### Supply network, run 1

The bar under the picture is 20 um long. Pins as bars on the die edge. Tap cells in gray.
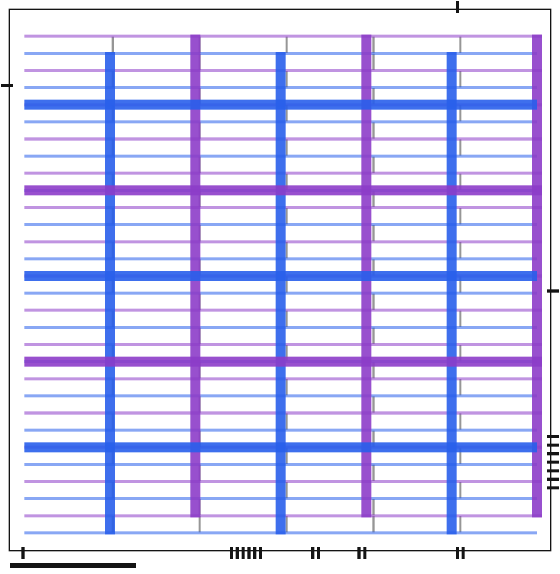
### Cell classes on the final placement, run 1

The bar under the picture is 20 um long.
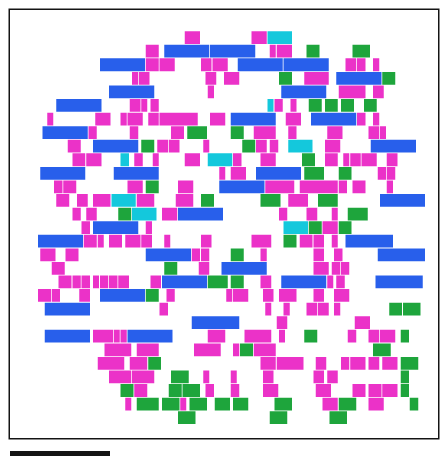
### Clock network drawn from the DEF, run 1

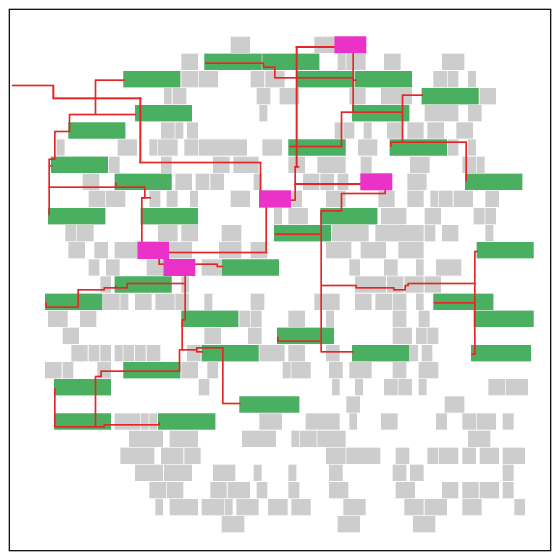
File: config.mk
export PLATFORM = sky130hd
export DESIGN_NAME = traffic_light_ctrl
export DESIGN_NICKNAME = d
export VERILOG_FILES = /design/src/rtl/traffic_light_ctrl.sv
export SDC_FILE = /design/constraint.sdc
export NUM_CORES = 1
export LEC_CHECK = 0
export CAP_MARGIN = 20
export CELL_PAD_IN_SITES_DETAIL_PLACEMENT = 0
export CELL_PAD_IN_SITES_GLOBAL_PLACEMENT = 2
export CORE_MARGIN = 2
export CORE_UTILIZATION = 32
export CTS_CLUSTER_DIAMETER = 40
export CTS_CLUSTER_SIZE = 28
export DETAILED_ROUTE_END_ITERATION = 7
export PLACE_DENSITY_LB_ADDON = 0.1
export REMOVE_ABC_BUFFERS = 1
export SETUP_SLACK_MARGIN = 0.3
export SYNTH_ARGS = -nofsm -noshare
export SYNTH_HDL_FRONTEND = slang
export SYNTH_SLANG_ARGS = --single-unit
export TNS_END_PERCENT = 5
File: constraint.sdc
create_clock -name clk -period 2.3 [get_ports clk]
set_clock_uncertainty 0.2 [all_clocks]
set_input_delay 0.23 -clock clk [delete_from_list [all_inputs] [get_ports clk]]
set_output_delay 0.23 -clock clk [all_outputs]
set_load 0.01 [all_outputs]
File: src/rtl/traffic_light_ctrl.sv
// rtl/traffic_light_ctrl.sv - four-phase NS/EW traffic light controller with 1 Hz time base (optional TLC_NIGHT_MODE_EN)
module traffic_light_ctrl #(
    parameter int TICK_DIV    = 50_000_000,
    parameter int NS_GREEN_T  = 30,
    parameter int NS_YELLOW_T = 3,
    parameter int EW_GREEN_T  = 25,
    parameter int EW_YELLOW_T = 3
) (
    input  logic       clk,
    input  logic       rst_n,
    input  logic       hold,
    input  logic       night,
    output logic [2:0] ns_light,
    output logic [2:0] ew_light,
    output logic [5:0] ns_num,
    output logic [5:0] ew_num,
    output logic       tick
);

    localparam logic [25:0] PRE_LAST = 26'(TICK_DIV - 1);
    localparam logic [5:0]  NSG_T    = 6'(NS_GREEN_T);
    localparam logic [5:0]  NSY_T    = 6'(NS_YELLOW_T);
    localparam logic [5:0]  EWG_T    = 6'(EW_GREEN_T);
    localparam logic [5:0]  EWY_T    = 6'(EW_YELLOW_T);

    // Combined green+yellow must fit the 6-bit display path without wrapping.
    generate
        if (NS_GREEN_T + NS_YELLOW_T > 63) begin : g_ns_range_err
            $error("NS_GREEN_T + NS_YELLOW_T exceeds 63");
        end
        if (EW_GREEN_T + EW_YELLOW_T > 63) begin : g_ew_range_err
            $error("EW_GREEN_T + EW_YELLOW_T exceeds 63");
        end
        if (TICK_DIV < 2 || TICK_DIV > (1 << 26)) begin : g_div_range_err
            $error("TICK_DIV out of range 2..2^26");
        end
    endgenerate

    typedef enum logic [2:0] {
        S_NSG   = 3'd0,
        S_NSY   = 3'd1,
        S_EWG   = 3'd2,
`ifdef TLC_NIGHT_MODE_EN
        S_EWY   = 3'd3,
        S_NIGHT = 3'd4
`else
        S_EWY   = 3'd3
`endif
    } state_t;

    state_t      state_q, state_d;
    logic [5:0]  cnt_q, cnt_d;
    logic [25:0] pre_q, pre_d;
    state_t      adv_state;
    logic [5:0]  adv_dur;
    logic        legal;

`ifdef TLC_NIGHT_MODE_EN
    logic blink_q, blink_d;
`else
    logic unused_night;
    assign unused_night = night;
`endif

    // State, phase counter and prescaler registers.
    always_ff @(posedge clk or negedge rst_n) begin
        if (!rst_n) begin
            state_q <= S_NSG;
            cnt_q   <= NSG_T;
            pre_q   <= '0;
`ifdef TLC_NIGHT_MODE_EN
            blink_q <= 1'b0;
`endif
        end else begin
            state_q <= state_d;
            cnt_q   <= cnt_d;
            pre_q   <= pre_d;
`ifdef TLC_NIGHT_MODE_EN
            blink_q <= blink_d;
`endif
        end
    end

    // Prescaler, tick generation and phase sequencing.
    always_comb begin
        pre_d     = pre_q;
        tick      = 1'b0;
        state_d   = state_q;
        cnt_d     = cnt_q;
        adv_state = S_NSG;
        adv_dur   = NSG_T;
        legal     = 1'b1;
`ifdef TLC_NIGHT_MODE_EN
        blink_d   = blink_q;
`endif

        // hold freezes the prescaler in place, so a pending tick is deferred, not dropped
        if (!hold) begin
            if (pre_q == PRE_LAST) begin
                pre_d = '0;
                tick  = 1'b1;
            end else begin
                pre_d = pre_q + 26'd1;
            end
        end

        case (state_q)
            S_NSG:   begin adv_state = S_NSY; adv_dur = NSY_T; end
            S_NSY:   begin adv_state = S_EWG; adv_dur = EWG_T; end
            S_EWG:   begin adv_state = S_EWY; adv_dur = EWY_T; end
            S_EWY:   begin adv_state = S_NSG; adv_dur = NSG_T; end
            default: legal = 1'b0;
        endcase

`ifdef TLC_NIGHT_MODE_EN
        if (state_q == S_NIGHT) begin
            if (!night) begin
                state_d = S_NSG;
                cnt_d   = NSG_T;
            end else if (tick) begin
                blink_d = ~blink_q;
            end
        end else if (night) begin
            state_d = S_NIGHT;
            blink_d = 1'b1;
        end else
`endif
        if (!legal) begin
            state_d = S_NSG;
            cnt_d   = NSG_T;
        end else if (tick) begin
            // cnt==1 is the last second of the phase: move on and load the next duration together
            if (cnt_q == 6'd1) begin
                state_d = adv_state;
                cnt_d   = adv_dur;
            end else begin
                cnt_d = cnt_q - 6'd1;
            end
        end
    end

    // Lamp and countdown outputs decoded from the current phase.
    always_comb begin
        ns_light = 3'b100;
        ew_light = 3'b100;
        ns_num   = '0;
        ew_num   = '0;
        case (state_q)
            S_NSG: begin
                ns_light = 3'b001;
                ns_num   = cnt_q;
                ew_num   = cnt_q + NSY_T;
            end
            S_NSY: begin
                ns_light = 3'b010;
                ns_num   = cnt_q;
                ew_num   = cnt_q;
            end
            S_EWG: begin
                ew_light = 3'b001;
                ew_num   = cnt_q;
                ns_num   = cnt_q + EWY_T;
            end
            S_EWY: begin
                ew_light = 3'b010;
                ew_num   = cnt_q;
                ns_num   = cnt_q;
            end
`ifdef TLC_NIGHT_MODE_EN
            S_NIGHT: begin
                ns_light = {1'b0, blink_q, 1'b0};
                ew_light = {1'b0, blink_q, 1'b0};
            end
`endif
            default: begin
                ns_light = 3'b100;
                ew_light = 3'b100;
            end
        endcase
    end

endmodule

==> GITHUB_STEP_SUMMARY, run 1 <==
## Implementation flow summary

| Metric | Value |
|---|---|
| Flop pwr share | 50.2% |
| Final WS setup | -0.135 ns |
| Leading cell kind | combinational gates |
| Tmin final | 2.44 ns |
| Final Max Slew Viols | 0 |
| Most frequent logic cell in the layout | dfrtp_1 |
| Top non-seq family | simple AND/OR/NAND/NOR gates |
| Layout area overhead | 31.1% |
| CP endpoint kind | flop |
| Met2 wire len | 2.42 mm |
| Finished Cell Area | 2810 um^2 |
| R2R depth | 7 |
| Status | finished, violations left |
| Inverter count | 5 |
| Via count | about 1900 |
| Logic share of the area | 45.8% |
| Post-CTS Hold Fix Bufs | 0 |
| Crit path to | cnt_q[1] |
| Routed wl met3 | 142 um |
| Final setup vio count | 23 |
| Failing checks | negative setup slack |
| Dpl hpwl | 3.90 mm |
| Worst vdd ir | 0.187 mV |
| Crit share post-route | 106% |
| MI comb area | about 1300 um^2 |
| TNS Setup | -1.52 ns |
| Cell Type Count | 44 |
| Placed cell areas | 2620 um^2 |
| Antenna viol nets, final | 0 |
| Flop area | 856 um^2 |
| Share of layout cells above drive strength 1 | 25.4% |
| Comb pwr share | 16.6% |
| Clk tree area frac | 3.26% |
| Number of clock sinks | 34 |
| Worst path cell trace | ha_2 -> or4b_4 -> buf_6 -> or3_4 -> nor3_4 -> buf_6 -> mux2_4 |
| Port Buf Inserts | 21 |
Back to the opening pictures, 'Supply network':
VSS: in blue. VDD: in purple.
The core has 29 rows. 5 straps on met5.

Back to the opening pictures, 'Cell classes on the final placement':
other buffers and delay cells: in green, cells 54. all other logic: in magenta, cells 184. clock drivers and dummy loads: in cyan, cells 8. flip-flops: in blue, cells 34.

Back to the opening pictures, 'Clock network drawn from the DEF':
cells driving clock nets: in magenta, count 5. flip-flops: in green, count 34. clock wires: in red, length 519 um.
There are 6 routed clock nets.

run 1: power by group through the flow:
stage                     registers, W  clock network [W]  logic (W)
after floorplan               0.000703                  0   0.000115
after global placement        0.000711                  0   0.000217
after detailed placement      0.000712                  0   0.000216
after CTS                     0.000700           0.000481   0.000222
after global routing          0.000707           0.000512   0.000258
final                         0.000701           0.000464   0.000232
run 1: synth_stat cells:
cell type | count | area share, %
dfrtp_1 | 30 | 35
xnor2_1 | 18 | 7.4
nor2_1 | 16 | 2.8
a21oi_1 | 15 | 3.5
nand2_1 | 14 | 2.5
nand3_1 | 12 | 2.8
clkbuf_1 | 9 | 1.6
ha_1 | 8 | 4.7
nand4_1 | 7 | 2.0
or3_1 | 7 | 2.0
nand2b_1 | 6 | 1.8
nor3_1 | 6 | 1.4
o21ai_0 | 6 | 1.4
o31ai_1 | 6 | 2.1
or4_1 | 6 | 2.1
xor2_1 | 6 | 2.5
inv_1 | 5 | 0.88
a31oi_1 | 4 | 1.2
and2_1 | 4 | 1.2
dfstp_2 | 4 | 4.9
nand3b_1 | 4 | 1.4
and3_1 | 3 | 0.88
and4_1 | 3 | 1.2
or2_2 | 3 | 0.88
mux2_1 | 2 | 1.1
mux2i_1 | 2 | 0.94
nand4b_1 | 2 | 0.82
nor4_1 | 2 | 0.58
o21bai_1 | 2 | 0.70
o2bb2ai_1 | 2 | 0.82
a31o_1 | 1 | 0.41
and3b_1 | 1 | 0.41
and4b_1 | 1 | 0.47
buf_4 | 1 | 0.35
mux2_4 | 1 | 0.70
nand4_2 | 1 | 0.58
nor3_4 | 1 | 0.76
nor4_2 | 1 | 0.58
nor4b_1 | 1 | 0.41
nor4bb_1 | 1 | 0.47
o211ai_1 | 1 | 0.35
o22ai_1 | 1 | 0.29
or3_4 | 1 | 0.53
or4b_4 | 1 | 0.64
==> run 2: changes to the inputs <==
--- a/config.mk
+++ b/config.mk
@@ -14,6 +14,7 @@
 export CTS_CLUSTER_SIZE = 28
 export DETAILED_ROUTE_END_ITERATION = 7
 export PLACE_DENSITY_LB_ADDON = 0.1
+export RECOVER_POWER = 25
 export REMOVE_ABC_BUFFERS = 1
 export SETUP_SLACK_MARGIN = 0.3
 export SYNTH_ARGS = -nofsm -noshare
==> GITHUB_STEP_SUMMARY, run 2 <==
## Implementation flow summary

| Metric | Value |
|---|---|
| Number of clock sinks | 34 (unchanged) |
| Final WS setup | -0.135 ns (unchanged) |
| Finished Cell Area | 2800 um^2 (about the same) |
| Comb pwr share | 16.5% (about the same) |
| Worst vdd ir | 0.187 mV (about the same) |
| Worst path cell trace | ha_2 -> or4b_4 -> buf_6 -> or3_4 -> nor3_4 -> buf_6 -> mux2_4 |
| Port Buf Inserts | 21 (unchanged) |
| DRC violations left | 2 |
| Via count | 1856 (-0.054%) |
| Tmin final | 2.44 ns (unchanged) |
| Met2 wire len | 2.42 mm (unchanged) |
| Final Max Slew Viols | 0 (unchanged) |
| Status | finished, violations left |
| Routed wl met3 | 150 um (+5.6%) |
| Crit path to | cnt_q[1] |
| Sw Share | 28.4% |
| Final setup vio count | 23 (unchanged) |
| Post-synth EDFFs | 0 (unchanged) |
| Share of the synthesized area in the top cell type | 35.1% (unchanged) |
| Crit share post-route | 106% (unchanged) |
| Ys async rst share | 100% (unchanged) |
| TNS Setup | -1.52 ns (+0.00169 ns) |
| Layout area overhead | 31.0% (about the same) |
| Overall power | ~0.0014 W |
| Most common cell in the netlist | dfrtp_1 |
| Top post-synthesis cells by count | 30 x dfrtp_1, 18 x xnor2_1, 16 x nor2_1, 15 x a21oi_1, 14 x nand2_1 |
| Share of layout cells above drive strength 1 | 25.4% (unchanged) |
| Top cells by area | dfrtp_1 35%, xnor2_1 7.4%, dfstp_2 4.9%, ha_1 4.7%, a21oi_1 3.5% |
| H-tree Lvls | 2 |
| Most used flip-flop cell | dfrtp_1 |
| I/O Pins | 23 |
| Antenna viol nets, final | 0 (unchanged) |
| Cell Type Count | 44 (unchanged) |
| Flop pwr share | 50.2% (about the same) |
| CP endpoint kind | flop |
| R2R depth | 7 (unchanged) |
| Failing checks | design-rule violations, negative setup slack |
| Number of buffers created by CTS | 5 |
| Cell type with the largest total area | dfrtp_1 |
| Max-cap violations | 0 |
| RSZ-0062 raised after global routing | true |
| Dpl hpwl | 3.90 mm (unchanged) |
==> run 2: timing repair <==
item | in CTS | in global routing
endpoints found under the hold margin | 0 | 0
endpoints found under the setup margin | 42 | 45
gates cloned | 0 | 1
gates resized | 29 | 15
pin swaps | 3 | 5
setup buffers | 1 | 2
==> run 2: cell type report <==
cell class                      instances  area (um^2)  share of cell area [%]
Inverter                                5         18.8                   0.670
Sequential cell                        34          856                    30.5
Timing Repair Buffer                   54          455                    16.2
Multi-Input combinational cell        179         1280                    45.8
Clock inverter                          1         5.00                   0.179
Tap cell                               77         96.3                    3.44
Clock buffer                            7         86.3                    3.08
==> run 2: worst reg2reg max path, stage by stage, from the launching register on <==
cell,delay [ns]
dfrtp_1,0.36
ha_2,0.18
or4b_4,0.48
buf_6,0.13
or3_4,0.40
nor3_4,0.17
buf_6,0.15
mux2_4,0.30
==> run 2: cells by family (layout without fill, tap and decap cells) <==
logic type      count (synthesis)  count (layout)  synth area share, %
buf+inv                        15              67                 2.81
simple gates                  104             104                 29.2
flops                          34              34                 40.0
xor+xnor                       24              24                 9.82
mux                             5               5                 2.69
compound gates                 38              38                 10.8
fa+ha+maj                       8               8                 4.68
==> run 2: power groups by stage <==
| stage | clock [W] | combinational (W) | sequential, W |
|---|---|---|---|
| global route | 0.000512 | 0.000257 | 0.000707 |
| CTS | 0.000481 | 0.000222 | 0.000700 |
| global placement | 0 | 0.000217 | 0.000711 |
| finish | 0.000464 | 0.000231 | 0.000701 |
| detailed placement | 0 | 0.000216 | 0.000712 |
| floorplan | 0 | 0.000115 | 0.000703 |
==> run 2: through the flow <==
step | worst slack (ns) | hold WS [ns]
after floorplan | -0.159 | -0.266
after global placement | -0.105 | 0.300
after detailed placement | -0.112 | 0.310
after CTS | -0.114 | 0.180
after global routing | -0.213 | 0.335
final | -0.135 | 0.321
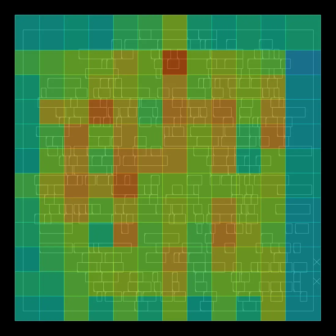
*Track usage over the die, run 2*
post-layout util: 43.6%
mean routed wirelength per cell: 15.1 um

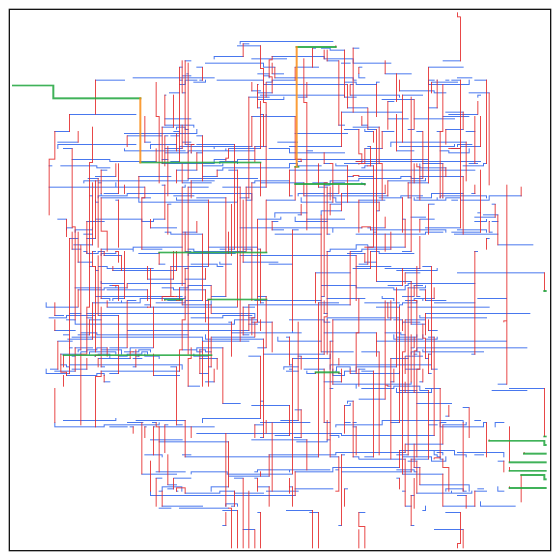
*Metal layers overlaid, run 2*
met2: in red, wire length 2420 um. met3: in green, wire length 150 um. met1: in blue, wire length 2800 um. met4: in orange, wire length 29.2 um.

==> run 3: changes to the inputs <==
--- a/config.mk
+++ b/config.mk
@@ -16,7 +16,6 @@
 export PLACE_DENSITY_LB_ADDON = 0.1
 export RECOVER_POWER = 25
 export REMOVE_ABC_BUFFERS = 1
-export SETUP_SLACK_MARGIN = 0.3
 export SYNTH_ARGS = -nofsm -noshare
 export SYNTH_HDL_FRONTEND = slang
 export SYNTH_SLANG_ARGS = --single-unit
==> GITHUB_STEP_SUMMARY, run 3 <==
## Implementation flow summary

| Metric | Value |
|---|---|
| Ys async rst share | 100% (unchanged) |
| Tmin final | 2.39 ns (-0.0405 ns) |
| Failing checks | negative setup slack |
| Cell Type Count | 44 (unchanged) |
| Final setup vio count | 22 (-4.3%) |
| Post-synth EDFFs | 0 (unchanged) |
| Basic Gates by Area | 29.2% (unchanged) |
| Top cells by area | dfrtp_1 35%, xnor2_1 7.4%, dfstp_2 4.9%, ha_1 4.7%, a21oi_1 3.5% |
| Worst vdd ir | 0.185 mV (-1.1%) |
| Number of clock sinks | 34 (unchanged) |
| Adder Share, Synth | 4.68% (unchanged) |
| Cell type with the largest total area | dfrtp_1 |
| RSZ-0062 raised after global routing | true |
| Max-cap violations | 0 (unchanged) |
| Final WS setup | -0.0948 ns (+0.0405 ns) |
| CP endpoint kind | flop |
| Number of buffers created by CTS | 5 (unchanged) |
| Area fraction in compound gates | 10.8% (unchanged) |
| Most used flip-flop cell | dfrtp_1 |
| Status | finished, violations left |
| Worst path cell trace | ha_2 -> or4b_4 -> buf_6 -> or3_4 -> nor3_4 -> mux2_4 |
| Mux frac, synth | 2.69% (unchanged) |
[run 3: cell count changes in the layout (fill, tap and decap cells not counted), sizes merged]
cell / delta
dlygate4sd2: +4
clkdlybuf4s15: -1
buf: -6
[run 3: kinds of logic after synthesis]
group	Yosys count
simple gates	104
compound gates	38
flops	34
xor+xnor	24
buf+inv	15
fa+ha+maj	8
mux	5
[run 3: worst paths after layout]
| path | start | end | slack (ns) | cells past startpoint |
|---|---|---|---|---|
| min in group asynchronous | rst_n | pre_q[3] | 0.40 | 2 |
| worst max-delay path | pre_q[0] | cnt_q[1] | -0.09 | 6 |
| worst max register to register | pre_q[0] | cnt_q[1] | -0.09 | 6 |
| worst min register to register | pre_q[6] | pre_q[6] | 0.32 | 1 |
| worst min-delay path | pre_q[6] | pre_q[6] | 0.32 | 1 |
| max in group asynchronous | rst_n | pre_q[23] | 0.93 | 2 |
[run 3: per-stage QoR]
| step | area [um^2] | TNS (ns) | hold WS [ns] |
|---|---|---|---|
| 2_1_floorplan | 2100 | -0.175 | -0.266 |
| 3_3_place_gp | 2620 | -1.10 | 0.300 |
| 3_5_place_dp | 2620 | -1.19 | 0.310 |
| 4_1_cts | 2740 | -2.05 | 0.180 |
| 5_1_grt | 2740 | -4.07 | 0.335 |
| 6_report | 2740 | -1.44 | 0.316 |
[run 3: power by group]
part,switching [W],internal (W),leakage (nW)
logic,0.000115,0.000109,0.681
clock network,0.000221,0.000242,0.0482
registers,0.0000568,0.000643,0.435
[run 3: cell type report]
cell class / instances / area (um^2)
clock buffer: 7 / 86.3
clock inverter: 1 / 5.00
fill: 651 / 3680
inverter: 5 / 18.8
multi-input combinational: 179 / 1250
sequential: 34 / 856
tap: 77 / 96.3
timing repair buffer: 51 / 430
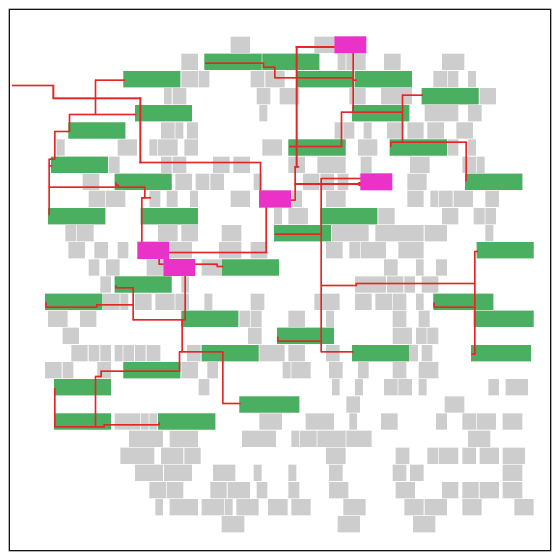
*Clock network drawn from the DEF, run 3*
cells driving clock nets: in magenta, count 5. flip-flops: in green, count 34. clock wires: in red, length 523 um.
There are 6 routed clock nets.

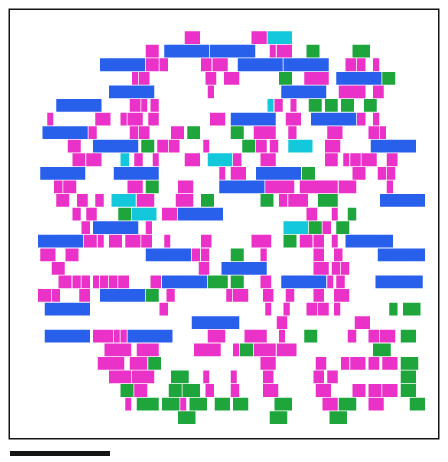
*Cell classes on the final placement, run 3*
The bar under the picture is 20 um long.
flip-flops: in blue, cells 34. other buffers and delay cells: in green, cells 51. clock drivers and dummy loads: in cyan, cells 8. all other logic: in magenta, cells 184.

Power figures rest on the tool's default switching activity, not on a simulated workload.
